==> config.mk <==
export PLATFORM = sky130hd
export DESIGN_NAME = genie_merge_rr_flat
export DESIGN_NICKNAME = d
export VERILOG_FILES = /design/src/rtl/genie_merge_rr_if.sv /design/src/rtl/genie_merge_rr.sv /design/src/flat_wrapper.sv
export SDC_FILE = /design/constraint.sdc
export NUM_CORES = 1
export LEC_CHECK = 0
export CAP_MARGIN = 15
export CELL_PAD_IN_SITES_DETAIL_PLACEMENT = 1
export CELL_PAD_IN_SITES_GLOBAL_PLACEMENT = 2
export CORE_MARGIN = 2
export CORE_UTILIZATION = 23
export DETAILED_ROUTE_END_ITERATION = 8
export GPL_TIMING_DRIVEN = 0
export PLACE_DENSITY_LB_ADDON = 0.1
export SYNTH_ARGS = -nofsm -noshare
export SYNTH_HDL_FRONTEND = slang
export SYNTH_SLANG_ARGS = --single-unit
==> constraint.sdc <==
create_clock -name i_clk -period 1.7 [get_ports i_clk]
set_input_delay 0.255 -clock i_clk [delete_from_list [all_inputs] [get_ports i_clk]]
set_output_delay 0.255 -clock i_clk [all_outputs]
set_load 0.03 [all_outputs]
==> src/rtl/genie_merge_rr_if.sv <==
// NI-to-1 merge stream bundle: NI upstream valid/ready lanes plus one registered downstream lane.
// The slave modport is the merge block's view; master is the traffic source/sink view.
interface genie_merge_rr_if #(
  parameter int NI    = 2,
  parameter int WIDTH = 8
);
  logic [NI*WIDTH-1:0] i_data;
  logic [NI-1:0]       i_valid;
  logic [NI-1:0]       i_eop;
  logic [NI-1:0]       o_ready;
  logic [WIDTH-1:0]    o_data;
  logic                o_valid;
  logic                o_eop;
  logic                i_ready;

  modport master (
    output i_data, i_valid, i_eop, i_ready,
    input  o_ready, o_data, o_valid, o_eop
  );

  modport slave (
    input  i_data, i_valid, i_eop, i_ready,
    output o_ready, o_data, o_valid, o_eop
  );
endinterface

==> src/rtl/genie_merge_rr.sv <==
// Round-robin packet-locking NI-to-1 merge into a registered output; a beat accepted on edge n is visible after edge n.
// Full throughput with i_ready high; while the held beat is stalled all o_ready are low and the output holds.
module genie_merge_rr #(
  parameter int NI    = 2,
  parameter int WIDTH = 8
) (
  input  logic          i_clk,
  input  logic          i_reset,
  genie_merge_rr_if.slave bus
);
  localparam int PW = (NI > 1) ? $clog2(NI) : 1;

  typedef enum logic {IDLE, LOCKED} mode_t;

  mode_t            mode_q, mode_d;
  logic [PW-1:0]    sel_q, sel_d;
  logic [PW-1:0]    ptr_q, ptr_d;
  logic [PW-1:0]    gnt, cur;
  logic             gnt_vld;
  logic             load;
  logic             xfer;
  logic [NI-1:0]    ready;
  logic [WIDTH-1:0] data_q;
  logic             valid_q;
  logic             eop_q;

  // Explicit wrap: NI need not be a power of two.
  function automatic logic [PW-1:0] wrap_inc(input logic [PW-1:0] x);
    return (x == PW'(NI - 1)) ? '0 : x + PW'(1);
  endfunction

  assign load = !valid_q || bus.i_ready;

  // Lowest offset from ptr wins; scanning downward lets the nearest valid input overwrite the others.
  always_comb begin : arb
    logic [PW-1:0] k;
    k       = '0;
    gnt_vld = 1'b0;
    gnt     = '0;
    for (int i = NI - 1; i >= 0; i--) begin
      k = PW'((int'(ptr_q) + i) % NI);
      if (bus.i_valid[k]) begin
        gnt_vld = 1'b1;
        gnt     = k;
      end
    end
  end

  always_comb begin : fsm
    mode_d = mode_q;
    sel_d  = sel_q;
    ptr_d  = ptr_q;
    ready  = '0;
    xfer   = 1'b0;
    cur    = gnt;
    case (mode_q)
      IDLE: begin
        if (gnt_vld && load) begin
          ready[gnt] = 1'b1;
          xfer       = 1'b1;
          if (bus.i_eop[gnt]) begin
            ptr_d = wrap_inc(gnt);
          end else begin
            mode_d = LOCKED;
            sel_d  = gnt;
          end
        end
      end
      LOCKED: begin
        cur = sel_q;
        if (load) begin
          ready[sel_q] = 1'b1;
          if (bus.i_valid[sel_q]) begin
            xfer = 1'b1;
            if (bus.i_eop[sel_q]) begin
              mode_d = IDLE;
              ptr_d  = wrap_inc(sel_q);
            end
          end
        end
      end
      default: mode_d = IDLE;
    endcase
  end

  always_ff @(posedge i_clk or posedge i_reset) begin
    if (i_reset) begin
      mode_q <= IDLE;
      sel_q  <= '0;
      ptr_q  <= '0;
    end else begin
      mode_q <= mode_d;
      sel_q  <= sel_d;
      ptr_q  <= ptr_d;
    end
  end

  always_ff @(posedge i_clk or posedge i_reset) begin
    if (i_reset) begin
      valid_q <= 1'b0;
      eop_q   <= 1'b0;
      data_q  <= '0;
    end else if (load) begin
      valid_q <= xfer;
      if (xfer) begin
        data_q <= bus.i_data[cur*WIDTH +: WIDTH];
        eop_q  <= bus.i_eop[cur];
      end
    end
  end

  // The next-state logic sees reset-state registers, but o_ready must also be quiet during reset.
  assign bus.o_ready = i_reset ? '0 : ready;
  assign bus.o_data  = data_q;
  assign bus.o_valid = valid_q;
  assign bus.o_eop   = eop_q;
endmodule
==> src/flat_wrapper.sv <==
// flat-port wrapper written by rule: the top's interface ports become plain ports
module genie_merge_rr_flat 
#(
  parameter int NI    = 2,
  parameter int WIDTH = 8
)
  (i_clk, i_reset, bus_i_data, bus_i_valid, bus_i_eop, bus_i_ready, bus_o_ready, bus_o_data, bus_o_valid, bus_o_eop);
  genie_merge_rr_if #(.NI(NI), .WIDTH(WIDTH)) bus_i ();
  input  logic i_clk;
  input  logic i_reset;
  input wire logic [$bits(bus_i.i_data)-1:0] bus_i_data;
  input wire logic [$bits(bus_i.i_valid)-1:0] bus_i_valid;
  input wire logic [$bits(bus_i.i_eop)-1:0] bus_i_eop;
  input wire logic [$bits(bus_i.i_ready)-1:0] bus_i_ready;
  output wire logic [$bits(bus_i.o_ready)-1:0] bus_o_ready;
  output wire logic [$bits(bus_i.o_data)-1:0] bus_o_data;
  output wire logic [$bits(bus_i.o_valid)-1:0] bus_o_valid;
  output wire logic [$bits(bus_i.o_eop)-1:0] bus_o_eop;
  assign bus_i.i_data = bus_i_data;
  assign bus_i.i_valid = bus_i_valid;
  assign bus_i.i_eop = bus_i_eop;
  assign bus_i.i_ready = bus_i_ready;
  assign bus_o_ready = bus_i.o_ready;
  assign bus_o_data = bus_i.o_data;
  assign bus_o_valid = bus_i.o_valid;
  assign bus_o_eop = bus_i.o_eop;
  genie_merge_rr #(.NI(NI), .WIDTH(WIDTH)) u_core (.i_clk(i_clk), .i_reset(i_reset), .bus(bus_i));
endmodule
Run 1, metal 1:
Scale: 8 px per um. Supply wires on this layer in gray. Cells faint in the background.
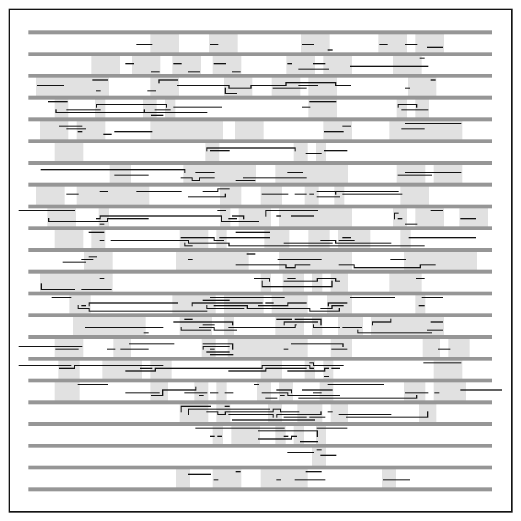
The layer carries 951 um of wire. The longest straight run is 24.4 um. The layer holds 45% of the routed length. The wires run mostly horizontal. 126 nets have wire on it.

Run 1, placement by cell class:
Scale: 6 px per um.
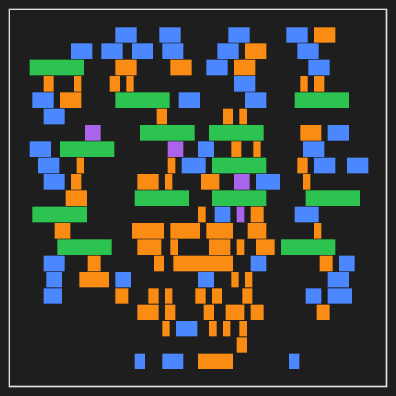
Key: flops = green [cells 13, share of their area 27%]; other buffers and delay cells = blue [cells 43, share of their area 33%]; all other logic = orange [cells 65, share of their area 38%]; clock drivers and dummy loads = purple [cells 4, share of their area 2.2%]
fin area: 0.001269 mm2
fin util: 38.32%
Rows: 21
fraction of area in registers: 25.64%
core area: 0.003311 mm2

==> flow_metrics.tcl, run 1 <==
# implementation run metrics
set metrics [dict create \
    cts_resized 19 \
    cp_top_family "simple AND/OR/NAND/NOR gates" \
    die_y_um 62.64 \
    holdWs_ns 0.3907 \
    grtUsageMet2_pct 19.76 \
    ant_nets 0 \
    top_usage_layer "met2" \
    swShare_pct 43.43 \
    tns_ns 0 \
    grt_pass1_wl_um 3622 \
    placed_cell_area_mm2 0.001184 \
    track_usage_pct 11.75 \
    cts_tree "built" \
    comb_area_um2 444.2 \
    seqPwrFrac_pct 24.5 \
    clk_share_pct 2.071 \
    internal_power_mw 1.228 \
    wl_per_cell_um 12.49 \
    yosysTopAreaCell "dfrtp_1" \
    grt_overflow 0 \
    post-dp-hpwl_um 1607 \
    required_ns 1.44 \
    nClkBuffers 4 \
    cp_num_buf_inv 1 \
    avgSynthCellArea_um2 9.527 \
    root_buffer "clkbuf_4" \
    maxSlewViolCount 0 \
    dominant_cells "multi-input combinational cells" \
    synth_warnings 0 \
    pg_comb_mw 1.45 \
    ys_area_um2 790.8 \
    yosysMostFrequentCell "nand2_1" \
    yosysSeqAreaShare_pct 41.14 \
    timing.fmax_mhz 604.2 \
    switchingPower_mw 0.9431 \
    initial_utilization_pct 23.89 \
    nonClkBufAreaFrac_pct 31.85 \
    die_w_um 62.64 \
    io_buffers 33 \
    wl_met2_um 1044 \
    antenna_found_initial 0 \
    io_pins 35 \
    worst_pin_slew_ns 0.5130 \
    drtPass1Iterations 2 \
    common_cells "14 x nand2_1, 13 x dfrtp_1, 10 x mux2i_1" \
    synthTopCellsByArea "dfrtp_1 41%, mux2i_1 13%, nand2_1 6.6%" \
    synth.net_count 106 \
    path_clk_slew_ns 0.08 \
    ys_cells 83 \
    cpPeakStageDelay_ns 0.40 \
    met3_usage_pct 4.685 \
    top_power_group "combinational logic" \
    chipArea_mm2 0.003923 \
    ff_type "dfrtp_1" \
    clkPwrFrac_pct 8.9 \
    peakVddDrop_mv 0.5869 \
    stdcell_count 171 \
    dp_slack_ns -0.7876 \
    clk-insertion-delay-late_ns 0.28 \
    seq_cell_power_mw 0.532 \
    nets 149 \
    crit_path_cell_trace "nor2b_4, nor3_4, a31oi_1, nor2_2, buf_6" \
    clk_path_buf_depth 2 \
    cts-htree-levels 1 \
    dp_cells 162 \
    netlist_area_um2 790.8 \
    synth_top_area_share_pct 41.14 \
    mostFrequentLayoutCell "clkdlybuf4s50_1" \
    syn_inst 83 \
    hold_violations 0 \
    largest_reg_flops 8 \
    finalSetupViolCount 0 \
    tap_cells 46 \
    total_power_mw 2.171 \
    synth-seq-cells 13 \
    drive_gt1_share_pct 23.20 \
    async_reset_ff_share_pct 100.0 \
    place.gp.congestion 0.7771 \
    finalCriticalPeriod_ns 1.655 \
    cellLeakagePower_nw 0.5575 \
    cts-buffers-inserted 3 \
    cp.arrival_ns 1.40 \
    cts_hold_buffers 0 \
    vias 754 \
    hp-class "in -> reg" \
    finalClockPeriodUsage_pct 97.36 \
    pg_clk_mw 0.193 \
    wl_met1_um 950 \
    grt_start_max_net_pins 14 \
    grtUsageMet1_pct 13.80 \
    fill_cells 406 \
    top_layer_used "met4" \
    critPathLaunchType "flip-flop" \
    max_slew_margin_pct 65.76 \
    post-route-drc-count 0 \
    grt_pass1_vias 786 \
    n_all_buffers 43 \
    path_max_fanout 6 \
    power_density_mw_per_mm2 1712 \
    skew_ns 0.003938 \
    crit_type "reg -> out" \
    clock_sinks 13 \
    dr_wl_met3_um 130 \
    rsz0062_at_grt "yes" \
    layout_setup_ws_ns 0.04484 \
    cts_setup_buffers 1 \
    final_cell_mix "28 x clkdlybuf4s50_1, 14 x nand2_1, 13 x dfrtp_1" \
    endpoint_kind "output pin" \
    vias_per_cell 4.409 \
    comb_cells 62 \
    slowest_stage "dfrtp_1" \
    comb_area_share_pct 35.01 \
    syn2layout_area_growth_pct 60.44 \
    antennaDiodeCount 0 \
    status "finished clean" \
    wl_um 2135 \
    drv_cap 0 \
    power_frac_comb_pct 66.6 \
]
Run 1, wires at chosen ports, followed through buffers:
Scale: 4 px per um.
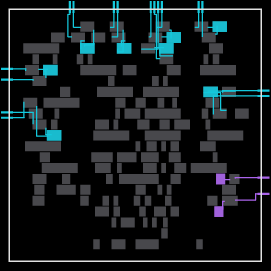
Key: bus_o_ready = purple [bits 2, direction output, edge right, end cells 2, buffers 2, wire 17.1 um]; bus_i_data = cyan [bits 16, direction input, edge 10 top, 4 left, 2 right, end cells 8, buffers 16, wire 194 um]

## run 1: worst paths after layout
path	from	to	slack, ns	depth (start not counted)
min in group asynchronous	i_reset	u_core.ptr_q	0.41	2
worst max register to register	u_core.mode_q	u_core.bus.o_data[2]	0.09	8
worst min register to register	u_core.bus.o_data[5]	u_core.bus.o_data[5]	0.49	2
worst min-delay path	bus_i_valid[1]	u_core.sel_q	0.39	3
max in group asynchronous	i_reset	u_core.bus.o_data[5]	0.95	2
worst max-delay path	u_core.bus.o_valid	bus_o_ready[1]	0.04	5
## run 1: kinds of logic after synthesis
logic type             Yosys count  synth area share [%]
AOI/OAI and AO/OA               24                 23.10
buffers and inverters            8                 6.487
DFF                             13                 41.14
muxes                           10                 12.66
and+or+nand+nor                 28                 16.61
## Run 2: what changed since run 1
- RECOVER_POWER: unset -> 100
Run 2, placement view:
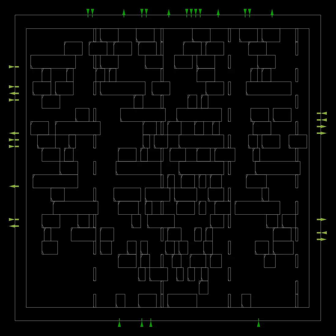
fin util: 37.72%
fillers: 407

Run 2, placement by cell class:
Scale: 6 px per um.
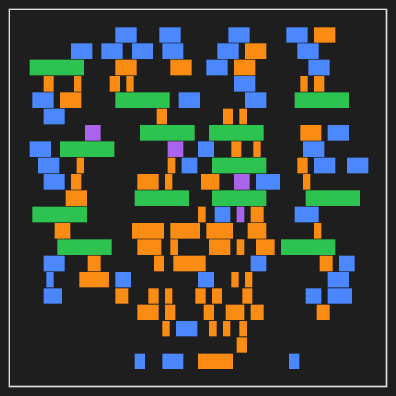
Key: other buffers and delay cells = blue [cells 43, share of their area 33%]; all other logic = orange [cells 65, share of their area 37%]; flops = green [cells 13, share of their area 27%]; clock drivers and dummy loads = purple [cells 4, share of their area 2.2%]

Run 2, cell area per tile:
Scale: 6 px per um. 6 x 6 tiles, from dark blue (low) to red (high), 0 to 100% covered.
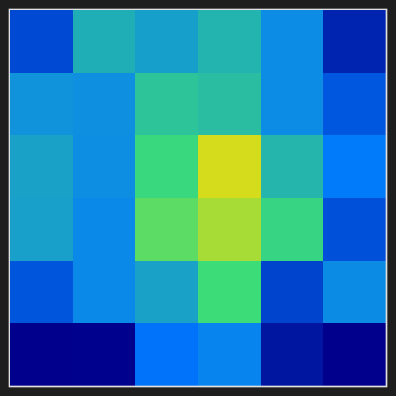
The mean over all tiles is 30%. The fullest tile reaches 70%. The densest ninth of the die: middle. 8.3% of the tiles are nearly empty.

==> flow_metrics.tcl, run 2 <==
# implementation run metrics
set metrics [dict create \
    mostFrequentLayoutCell "clkdlybuf4s50_1" \
    cts_hold_buffers 0 \
    async_reset_ff_share_pct 100.0 \
    die_w_um 62.64 \
    cpPeakStageDelay_ns 0.40 \
    wl_um 2147 \
    path_max_fanout 6 \
    place.gp.congestion 0.7771 \
    power_frac_comb_pct 66.0 \
    clk_path_buf_depth 2 \
    grtUsageMet1_pct 13.80 \
    vias 757 \
    clkPwrFrac_pct 9.0 \
    yosysMostFrequentCell "nand2_1" \
    ff_type "dfrtp_1" \
    drive_gt1_share_pct 22.40 \
    rsz0062_at_grt "yes" \
    placed_cell_area_mm2 0.001184 \
    hold_violations 0 \
    ys_sh_adder_pct 0 \
    top_usage_layer "met2" \
    drtPass1Iterations 2 \
    chipArea_mm2 0.003923 \
    dominant_cells "multi-input combinational cells" \
    dp_slack_ns -0.7876 \
    internal_power_mw 1.205 \
    crit_path_cell_trace "nor2b_4, nor3_4, a31oi_1, nor2_2, buf_6" \
    timing.fmax_mhz 603.9 \
    cts_resized 19 \
    synth.net_count 106 \
    total_power_mw 2.135 \
    required_ns 1.44 \
    top_power_group "combinational logic" \
    synth-seq-cells 13 \
    wl_met1_um 956 \
    layout_setup_ws_ns 0.04413 \
    grt_pass1_wl_um 3622 \
    tap_cells 46 \
    io_pins 35 \
    cts_tree "built" \
    root_buffer "clkbuf_4" \
    tns_ns 0 \
    status "finished clean" \
    cts-htree-levels 1 \
    met3_usage_pct 4.685 \
    synth_warnings 0 \
    cellLeakagePower_nw 0.5518 \
    antennaDiodeCount 0 \
    dp_cells 162 \
    track_usage_pct 11.75 \
    post-dp-hpwl_um 1607 \
    peakVddDrop_mv 0.5822 \
    clk_share_pct 2.104 \
    comb_area_um2 431.7 \
    critPathLaunchType "flip-flop" \
    io_buffers 33 \
    hp-class "in -> async" \
    antenna_found_initial 0 \
    ant_nets 0 \
    common_cells "14 x nand2_1, 13 x dfrtp_1, 10 x mux2i_1" \
    maxSlewViolCount 0 \
    ys_cells 83 \
]
-- run 2: cell count changes in the layout (fill, tap and decap cells not counted), sizes merged --
cell           before  now
buf                13   12
clkbuf              5    6
clkdlybuf4s50      28   27
dlygate4sd3         0    1
-- run 2: worst paths after layout --
path                                 startpoint  slack [ns]  cells past startpoint                    to
max reg2reg                       u_core.mode_q        0.07                      8  u_core.bus.o_data[2]
min                                     i_reset        0.41                      2          u_core.ptr_q
max                          u_core.bus.o_valid        0.04                      5        bus_o_ready[1]
max in group asynchronous               i_reset        0.95                      2  u_core.bus.o_data[5]
min reg2reg                u_core.bus.o_data[5]        0.49                      2  u_core.bus.o_data[5]
min in group i_clk               bus_i_valid[1]        0.41                      3          u_core.sel_q
## Run 3: what changed since run 2
- ABC_AREA: unset -> 1
- CORE_MARGIN: 2 -> unset
- CORE_UTILIZATION: 23 -> 21
- SLEW_MARGIN: unset -> 10
Run 3, placement by cell class:
Scale: 6 px per um.
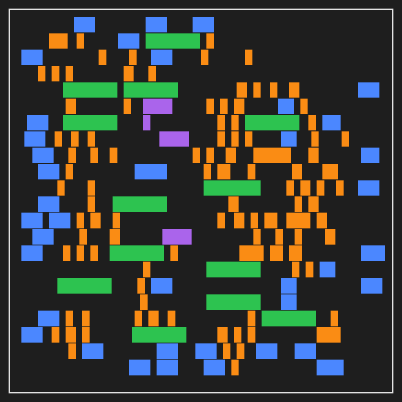
Key: clock drivers and dummy loads = purple [cells 4, share of their area 3.7%]; all other logic = orange [cells 102, share of their area 38%]; other buffers and delay cells = blue [cells 39, share of their area 32%]; flops = green [cells 13, share of their area 27%]

Run 3, wires at chosen ports, followed through buffers:
Scale: 4 px per um.
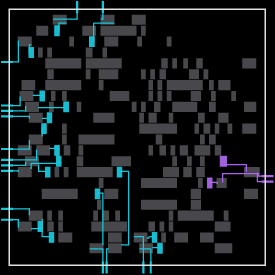
Key: bus_o_ready = purple [bits 2, direction output, edge right, end cells 2, buffers 2, wire 26.0 um]; bus_i_data = cyan [bits 16, direction input, edge 10 left, 4 bottom, 2 top, end cells 16, buffers 16, wire 184 um]
Boundary Pins: 35
IO buf count: 34

Run 3, cell area per tile:
Scale: 6 px per um. 6 x 6 tiles, from dark blue (low) to red (high), 0 to 100% covered.
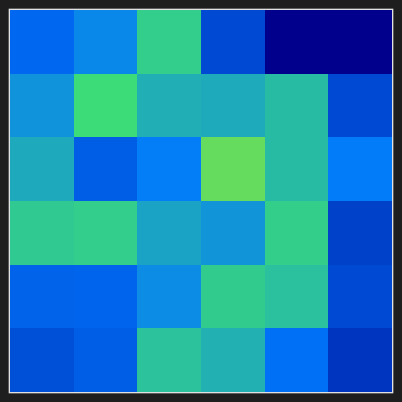
5.6% of the tiles are nearly empty. The mean over all tiles is 30%. The emptiest ninth of the die: top right. The fullest tile reaches 55%.
core area: 0.003661 mm2
Core Util at FP: 21.80%
fin util: 34.89%

==> flow_metrics.tcl, run 3 <==
# implementation run metrics
set metrics [dict create \
    final_cell_mix "44 x nand2_1, 18 x clkdlybuf4s50_1, 16 x inv_1" \
    place.gp.congestion 0.7323 \
    dp_slack_ns -0.6892 \
    hold_depth 5 \
    drv_cap 0 \
    finalCriticalPeriod_ns 1.628 \
    crit_type "reg -> out" \
    cellLeakagePower_nw 0.6509 \
    ys_area_um2 798.3 \
    common_cells "45 x nand2_1, 16 x inv_1, 13 x dfrtp_1" \
    seqPwrFrac_pct 26.3 \
    path_max_fanout 2 \
    flops 13 \
    cp.arrival_ns 1.37 \
    crit_end "bus_o_valid" \
    drtPass1Iterations 3 \
    comb_area_um2 387.9 \
    r2r.worst_path.cells 7 \
    crit_start "u_core.bus.o_valid" \
    clkPwrFrac_pct 12.4 \
    power_frac_comb_pct 61.3 \
    dp_cells 198 \
    log.warning_count 26 \
    total_power_mw 2.263 \
    ys_cells 116 \
    comb_area_share_pct 30.36 \
    drive_gt1_share_pct 13.29 \
    r2r_start "u_core.sel_q" \
    whs_endpoint "u_core.bus.o_valid" \
    ff_type "dfrtp_1" \
    worstHoldStart "bus_i_ready" \
    synth-seq-cells 13 \
    cts_hold_buffers 0 \
    synth.net_count 139 \
    placed_cell_area_mm2 0.001199 \
    clk_path_buf_depth 2 \
    fill_cells 454 \
    crit_cells 1 \
    synth_top_area_share_pct 40.75 \
    nonClkBufAreaFrac_pct 30.07 \
    dr_wl_met3_um 104 \
    mostFrequentLayoutCell "nand2_1" \
    top_usage_layer "met2" \
    nonClockInverterCount 19 \
    row_count 22 \
    wl_met2_um 1160 \
    clock_sinks 13 \
    clk_share_pct 3.526 \
    hold_violations 0 \
    tap_cells 48 \
    power_density_mw_per_mm2 1772 \
    status "finished clean" \
    antenna_found_initial 0 \
    rrSetupSlack_ns 0.13 \
    seq_area_share_pct 25.56 \
    required_ns 1.44 \
    chipArea_mm2 0.004052 \
    synth_warnings 0 \
    top_layer_used "met4" \
    cpPeakStageDelay_ns 0.75 \
    nets 182 \
    grtUsageMet1_pct 14.74 \
    antennaDiodeCount 0 \
    root_buffer "clkbuf_8" \
    cp_num_buf_inv 1 \
    slowest_stage "dlygate4sd3_1" \
    max_slew_margin_pct 64.68 \
    stdcell_count 206 \
    peakVddDrop_mv 0.5325 \
    cts_tree "built" \
    critPathLaunchType "flip-flop" \
    post-dp-hpwl_um 1763 \
    hp-class "in -> reg" \
    track_usage_pct 12.06 \
    wl_um 2364 \
    worstReg2RegEnd "u_core.bus.o_data[4]" \
    cp_top_family "buffers and inverters" \
    holdWs_ns 0.4523 \
    grt_pass1_wl_um 3760 \
    ant_nets 0 \
    internal_power_mw 1.166 \
    nClkBuffers 4 \
    wl_met1_um 1070 \
    clk-insertion-delay-late_ns 0.24 \
    yosysMostFrequentCell "nand2_1" \
    swShare_pct 48.48 \
    met3_usage_pct 2.174 \
    dominant_cells "multi-input combinational cells" \
    timing.fmax_mhz 614.1 \
    tns_ns 0 \
    crit_path_cell_trace "dlygate4sd3_1" \
    cts-htree-levels 1 \
    layout_setup_ws_ns 0.07165 \
    maxSlewViolCount 0 \
    vias 862 \
    async_reset_ff_share_pct 100.0 \
    grtUsageMet2_pct 20.74 \
    netlist_area_um2 798.3 \
    finalSetupViolCount 0 \
    die_w_um 63.66 \
]
run 3: power by group through the flow:
stage	sequential, mW	combinational [mW]	clock, mW
3_3_place_gp	0.592	1.42	0
6_report	0.596	1.39	0.280
5_1_grt	0.621	1.53	0.301
2_1_floorplan	0.817	0.699	0
3_5_place_dp	0.595	1.45	0
4_1_cts	0.599	1.46	0.288
run 3: logic make-up after synthesis:
| logic type | synth area share (%) |
|---|---|
| AND-OR/OR-AND | 11.13 |
| buffers and inverters | 10.81 |
| flip-flops | 40.75 |
| AND/OR/NAND/NOR | 37.30 |
run 3: what timing repair did:
action / CTS / global route
buffers inserted: 0 / 4
gates resized: 17 / 8
setup endpoints to repair: 2 / 2
pin swaps: 0 / 4
No activity file was given, so power comes from the tool's default toggle rates.
